### Supply network

Scale bar: 20 µm. Pins as bars on the die edge.
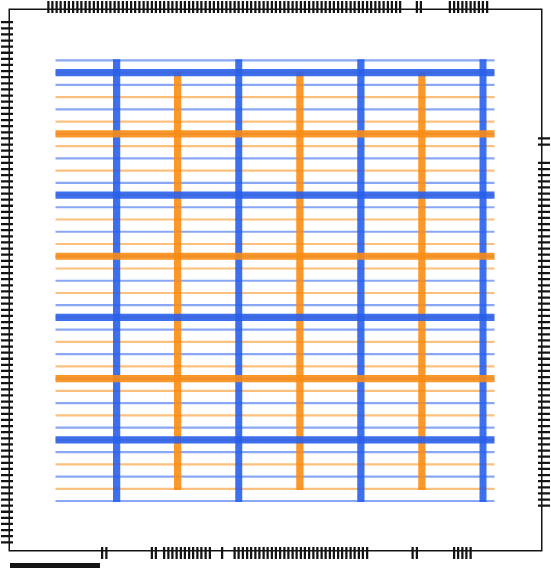
### Cells colored by class

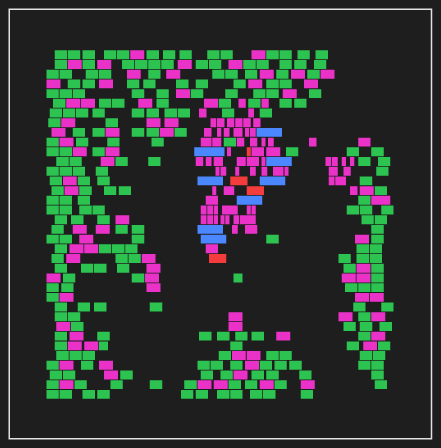
### config.mk
export PLATFORM = sky130hd
export DESIGN_NAME = req_arbiter
export DESIGN_NICKNAME = d
export VERILOG_FILES = /design/src/rtl/req_arbiter_pkg.sv /design/src/rtl/rr_pick2.sv /design/src/rtl/req_arbiter.sv
export SDC_FILE = /design/constraint.sdc
export NUM_CORES = 1
export LEC_CHECK = 0
export CAP_MARGIN = 30
export CORE_AREA = 10 10 108 110
export CTS_BUF_LIST = sky130_fd_sc_hd__clkbuf_8
export CTS_CLUSTER_DIAMETER = 80
export CTS_CLUSTER_SIZE = 8
export DETAILED_ROUTE_END_ITERATION = 6
export DIE_AREA = 0 0 118 120
export MAX_ROUTING_LAYER = met4
export PLACE_DENSITY = 0.72
export SLEW_MARGIN = 10
export SYNTH_ARGS = -nofsm -noshare
export SYNTH_HDL_FRONTEND = slang
export SYNTH_SLANG_ARGS = --single-unit
### constraint.sdc
create_clock -name clk -period 4.3 [get_ports clk]
set_input_delay 1.075 -clock clk [delete_from_list [all_inputs] [get_ports clk]]
set_output_delay 1.075 -clock clk [all_outputs]
set_load 0.01 [all_outputs]
### src/rtl/req_arbiter_pkg.sv
// Shared constants for the two-master system request bus arbiter.
package req_arbiter_pkg;
  // Arbiter FSM encoding
  localparam logic [1:0] ST_IDLE  = 2'd0;
  localparam logic [1:0] ST_REQ   = 2'd1;
  localparam logic [1:0] ST_WDATA = 2'd2;
  localparam logic [1:0] ST_RDATA = 2'd3;

  // Beat counter width (len = beats-1, 1..8 beats)
  localparam int LEN_W = 3;

  // Master indices
  localparam int M_CPU = 0;
  localparam int M_DMA = 1;
endpackage

### src/rtl/rr_pick2.sv
// 2-way winner picker for the request arbiter.
// Default: round-robin, the master that did not own the bus last wins a tie.
// REQ_ARB_FIXED_PRIO_EN: the DMA master always wins a tie; last is ignored.
module rr_pick2
  import req_arbiter_pkg::*;
(
  input  logic [1:0] req,
  input  logic       last,
  output logic [1:0] win
);

`ifdef REQ_ARB_FIXED_PRIO_EN
  logic unused_last;
  assign unused_last = last;

  // DMA (display refresh) beats the CPU whenever both ask
  always_comb begin
    win = req;
    if (req[M_DMA]) begin
      win        = '0;
      win[M_DMA] = 1'b1;
    end
  end
`else
  // On a tie hand the bus to whoever did not have it last
  always_comb begin
    win = req;
    if (&req) win = last ? 2'b01 : 2'b10;
  end
`endif

endmodule

### src/rtl/req_arbiter.sv
// Two-master arbiter (CPU = master 0, DMA = master 1) in front of req_decoder.
// Grants a whole transaction (request + all data beats) before re-arbitrating,
// so bursts from the two masters never interleave.
// Optional build macro: REQ_ARB_FIXED_PRIO_EN (DMA wins every tie).
module req_arbiter
  import req_arbiter_pkg::*;
#(
  parameter int ADDR_W = 32,
  parameter int DATA_W = 32,
  parameter int MASK_W = 4
) (
  input  logic                  clk,
  input  logic                  rst,
  input  logic [1:0]            m_req_valid,
  output logic [1:0]            m_req_ready,
  input  logic [2*ADDR_W-1:0]   m_req_addr,
  input  logic [2*LEN_W-1:0]    m_req_len,
  input  logic [2*MASK_W-1:0]   m_req_mask,
  input  logic [1:0]            m_req_we,
  input  logic [1:0]            m_write_valid,
  input  logic [2*DATA_W-1:0]   m_write_data,
  output logic [1:0]            m_read_valid,
  output logic [DATA_W-1:0]     m_read_data,
  input  logic [1:0]            m_read_ack,
  output logic                  s_req_valid,
  input  logic                  s_req_ready,
  output logic [ADDR_W-1:0]     s_req_addr,
  output logic [LEN_W-1:0]      s_req_len,
  output logic [MASK_W-1:0]     s_req_mask,
  output logic                  s_req_we,
  output logic                  s_write_valid,
  output logic [DATA_W-1:0]     s_write_data,
  input  logic                  s_read_valid,
  input  logic [DATA_W-1:0]     s_read_data,
  output logic                  s_read_ack,
  output logic [1:0]            grant,
  output logic                  busy
);

  logic [1:0]       state;
  logic [1:0]       grant_q;
  logic [LEN_W-1:0] cnt;
  logic             last;
  logic [1:0]       win;
  logic [LEN_W-1:0] win_len;
  logic             g;
  logic             beat;

  rr_pick2 u_pick (
    .req  (m_req_valid),
    .last (last),
    .win  (win)
  );

  // Grant is one-hot, so the DMA bit alone selects the owner
  assign g       = grant_q[M_DMA];
  assign win_len = win[M_DMA] ? m_req_len[2*LEN_W-1:LEN_W] : m_req_len[LEN_W-1:0];

  // Request channel: straight mux of the owner, valid/ready only in REQ
  assign s_req_valid = (state == ST_REQ) && m_req_valid[g];
  assign s_req_addr  = g ? m_req_addr[2*ADDR_W-1:ADDR_W] : m_req_addr[ADDR_W-1:0];
  assign s_req_len   = g ? m_req_len[2*LEN_W-1:LEN_W]    : m_req_len[LEN_W-1:0];
  assign s_req_mask  = g ? m_req_mask[2*MASK_W-1:MASK_W] : m_req_mask[MASK_W-1:0];
  assign s_req_we    = m_req_we[g];
  assign m_req_ready = (state == ST_REQ) ? (grant_q & {2{s_req_ready}}) : 2'b00;

  // Write channel: the slave has no back-pressure, every valid cycle is a beat
  assign s_write_valid = (state == ST_WDATA) && m_write_valid[g];
  assign s_write_data  = g ? m_write_data[2*DATA_W-1:DATA_W] : m_write_data[DATA_W-1:0];

  // Read channel: data is broadcast, valid/ack only for the owner
  assign m_read_data  = s_read_data;
  assign m_read_valid = (state == ST_RDATA) ? (grant_q & {2{s_read_valid}}) : 2'b00;
  assign s_read_ack   = (state == ST_RDATA) && m_read_ack[g];

  assign beat  = s_write_valid || (s_read_valid && s_read_ack);
  assign grant = grant_q;
  assign busy  = (state != ST_IDLE);

  // Transaction FSM: arbitrate, pass the request, count data beats
  always_ff @(posedge clk) begin
    if (rst) begin
      state   <= ST_IDLE;
      grant_q <= 2'b00;
      cnt     <= '0;
      last    <= 1'b1;
    end else begin
      case (state)
        ST_IDLE: begin
          if (|m_req_valid) begin
            grant_q <= win;
            cnt     <= win_len;
            state   <= ST_REQ;
          end
        end
        ST_REQ: begin
          // Owner withdrew before acceptance: give the bus up
          if (!m_req_valid[g]) begin
            state   <= ST_IDLE;
            grant_q <= 2'b00;
          end else if (s_req_ready) begin
            state <= m_req_we[g] ? ST_WDATA : ST_RDATA;
          end
        end
        ST_WDATA, ST_RDATA: begin
          if (beat) begin
            if (cnt == '0) begin
              state   <= ST_IDLE;
              grant_q <= 2'b00;
              last    <= g;
            end else begin
              cnt <= cnt - 1'b1;
            end
          end
        end
        default: begin
          state   <= ST_IDLE;
          grant_q <= 2'b00;
        end
      endcase
    end
  end

endmodule

==> results.txt <==
flow finished, numbers: dominant logic cell type in the layout=clkdlybuf4s50_1, Inverters=7, internal power=669 µW, total congestion overflow=0, remaining routing DRC violations=0, Die Size=14200 µm², transition at the pin with the smallest max-transition slack=746 ps, Max Used Layer=met4, path category of the worst min-delay check=reg -> reg, largest net degree at the start of global routing=55, power per cell area=263 nW/µm², Yosys Instances=198, number of vias per cell after detailed routing=4.27, Reg clk slew, reported paths=40 ps, worst hold start=cnt[2]$_SDFFE_PP0P_, Inserted Diodes=0, buffering stage count on the worst path with inverters included=2, most used cell, CP=clkdlybuf4s50_1, layer with the highest usage after global routing=met2, Hold Crit Depth=2, relative area change from synthesis to final layout=130%, # resized after CTS=0, Post-CTS Setup Repair Bufs=0, worst setup path startpoint=m_req_valid[1], XOR/XNOR Fraction of Synth Area=0%, Filler Cells Inserted=958, Multiplexer share=52.7%, wire length on met1=3980 µm, largest fanout on the critical path=6, number of cell instances on the worst register-to-register path=4, share of total power in combinational logic=74.8%, final setup skew=4.96 ps, critical path data required time=3220 ps, fraction of synthesis flops using an asynchronous set or reset pin=0%, area fraction of the dominant cell type after synthesis=49.5%, Layout clock buffers=3, number of antenna violations at the first check in global routing=0, worst setup path category=in -> out, number of flops mapped to enable cells by yosys=0, logic depth of the worst setup path including buffers=4, num rows=36, largest contributor to cell area by class=buffers, switching power as a share of total power=36.9%, multi-input gate share of the layout cell area=31.3%, delay of the slowest critical-path stage=570 ps, insertion delay of the later-clocked pin in the worst-skew pair=230 ps, detailed placer's ending HPWL=9390 µm, synthesized cell area=1750 µm², H-Tree Depth=1, GRT met2 Usage=26.4%, Unique masters post-synth=32, Starting Density=18.3%, normalized max-slew margin=49.8%, placed standard-cell area=3990 µm², yosys aoi share=8.79%, outcome=finished clean, count of final setup violators=0, max-cap check violation count=0, WP data arrival=2590 ps, wire length of the first global-routing pass=15400 µm, pre-CTS setup slack=640 ps, final setup margin=637 ps, fraction of power consumed by the clock network=8.8%, post-route antenna net violation count=0, Multi-input comb cells=138, count of hold-fix buffers inserted at cts=0, Yosys Chip Area=1750 µm², top logic cells by instance count in the layout=clkdlybuf4s50_1, mux2_2, inv_1, TAP cells=133, Lkg Pwr=0.00147 µW, total clock network power=93.3 µW, Mapped Avg Cell Area=8.84 µm², part of the Yosys area used for sequential elements=9.15%, critical register-to-register path endpoint=cnt[1]$_SDFFE_PP0P_, proportion of layout cells with a drive suffix above 1=21.8%, number of buffers added by the clock tree synthesis step=3, Worst path slowest cell=clkdlybuf4s50_1, overall power after layout=1060 µW, Synth Warn #=0, die width=118 µm, shortest period the worst path allows=3660 ps, WL per Instance=19.9 µm, final cell count without fillers=527, yosys adder share=1.43%, CP endpoint kind=primary output, post-route fraction of the period consumed by the critical path=85.2%, f_max=273 MHz, drt pass-1 iters=4, top cell type by total area after synthesis=mux2_2, max reg flops=3, number of global-route vias before repair=2547, critical path's top delay family=buffers and inverters, GRT met3 Usage=3.94%, number of DRC markers in iteration 0=40, end of the critical path=s_req_valid, source of the worst register-to-register timing path=grant[1]$_SDFFE_PP0P_, most instantiated flip-flop cell in the synthesis netlist=dfxtp_1, sequential cell power=173 µW, GRT Resource Usage Total=14.3%, worst ir drop on vdd=126 µV, maximum buffer depth of the clock tree=2, number of warnings the tools reported=26, RSZ-0062 raised after global routing=false, Max power group=combinational cells, hold-critical path endpoint=cnt[2]$_SDFFE_PP0P_, routability-driven placement congestion ratio=0.735, simple-gate portion of the synthesized area=9.15%, combinational logic power=793 µW, total wirelength of the detailed-routed design=10500 µm, total of plain and repair buffers excluding clock buffers=237, clk sinks=8, multi-input logic area=1260 µm², Final Hold Violating Endpoints=0, Biggest register=cnt, post-route standard cell area excluding fillers=4030 µm², area share of buffers outside the clock network=58.7%, comb area leader=multiplexers, met1 track demand over resource in global routing=14.4%, critical path cell sequence=clkdlybuf4s50_1, mux2_2, and2_1, clkdlybuf4s50_1, TritonCTS clock tree=built, layout sequential cell count=8, CP Launch Type=input port, most used standard cells in the synthesized netlist=mux2_2, buf_4, dfxtp_1, ports placed on the boundary=300, met3 layer wire length in the routed design=763 µm, overall die height=120 µm, NetSw=390 µW
-- 'Supply network' (at the start) --
[blue] VSS
[orange] VDD
met1 rails: 37
rows: 36

-- 'Cells colored by class' (at the start) --
[green] other buffers and delay cells | cells: 237 | share of their area: 61%
[magenta] combinational and other logic | cells: 145 | share of their area: 33%
[blue] flops | cells: 8 | share of their area: 4.2%
[red] clock drivers and dummy loads | cells: 4 | share of their area: 1.2%
core outline area: 9550 µm²
proportion of cell area occupied by registers: 4.07%

No activity file was given, so power comes from the tool's default toggle rates.
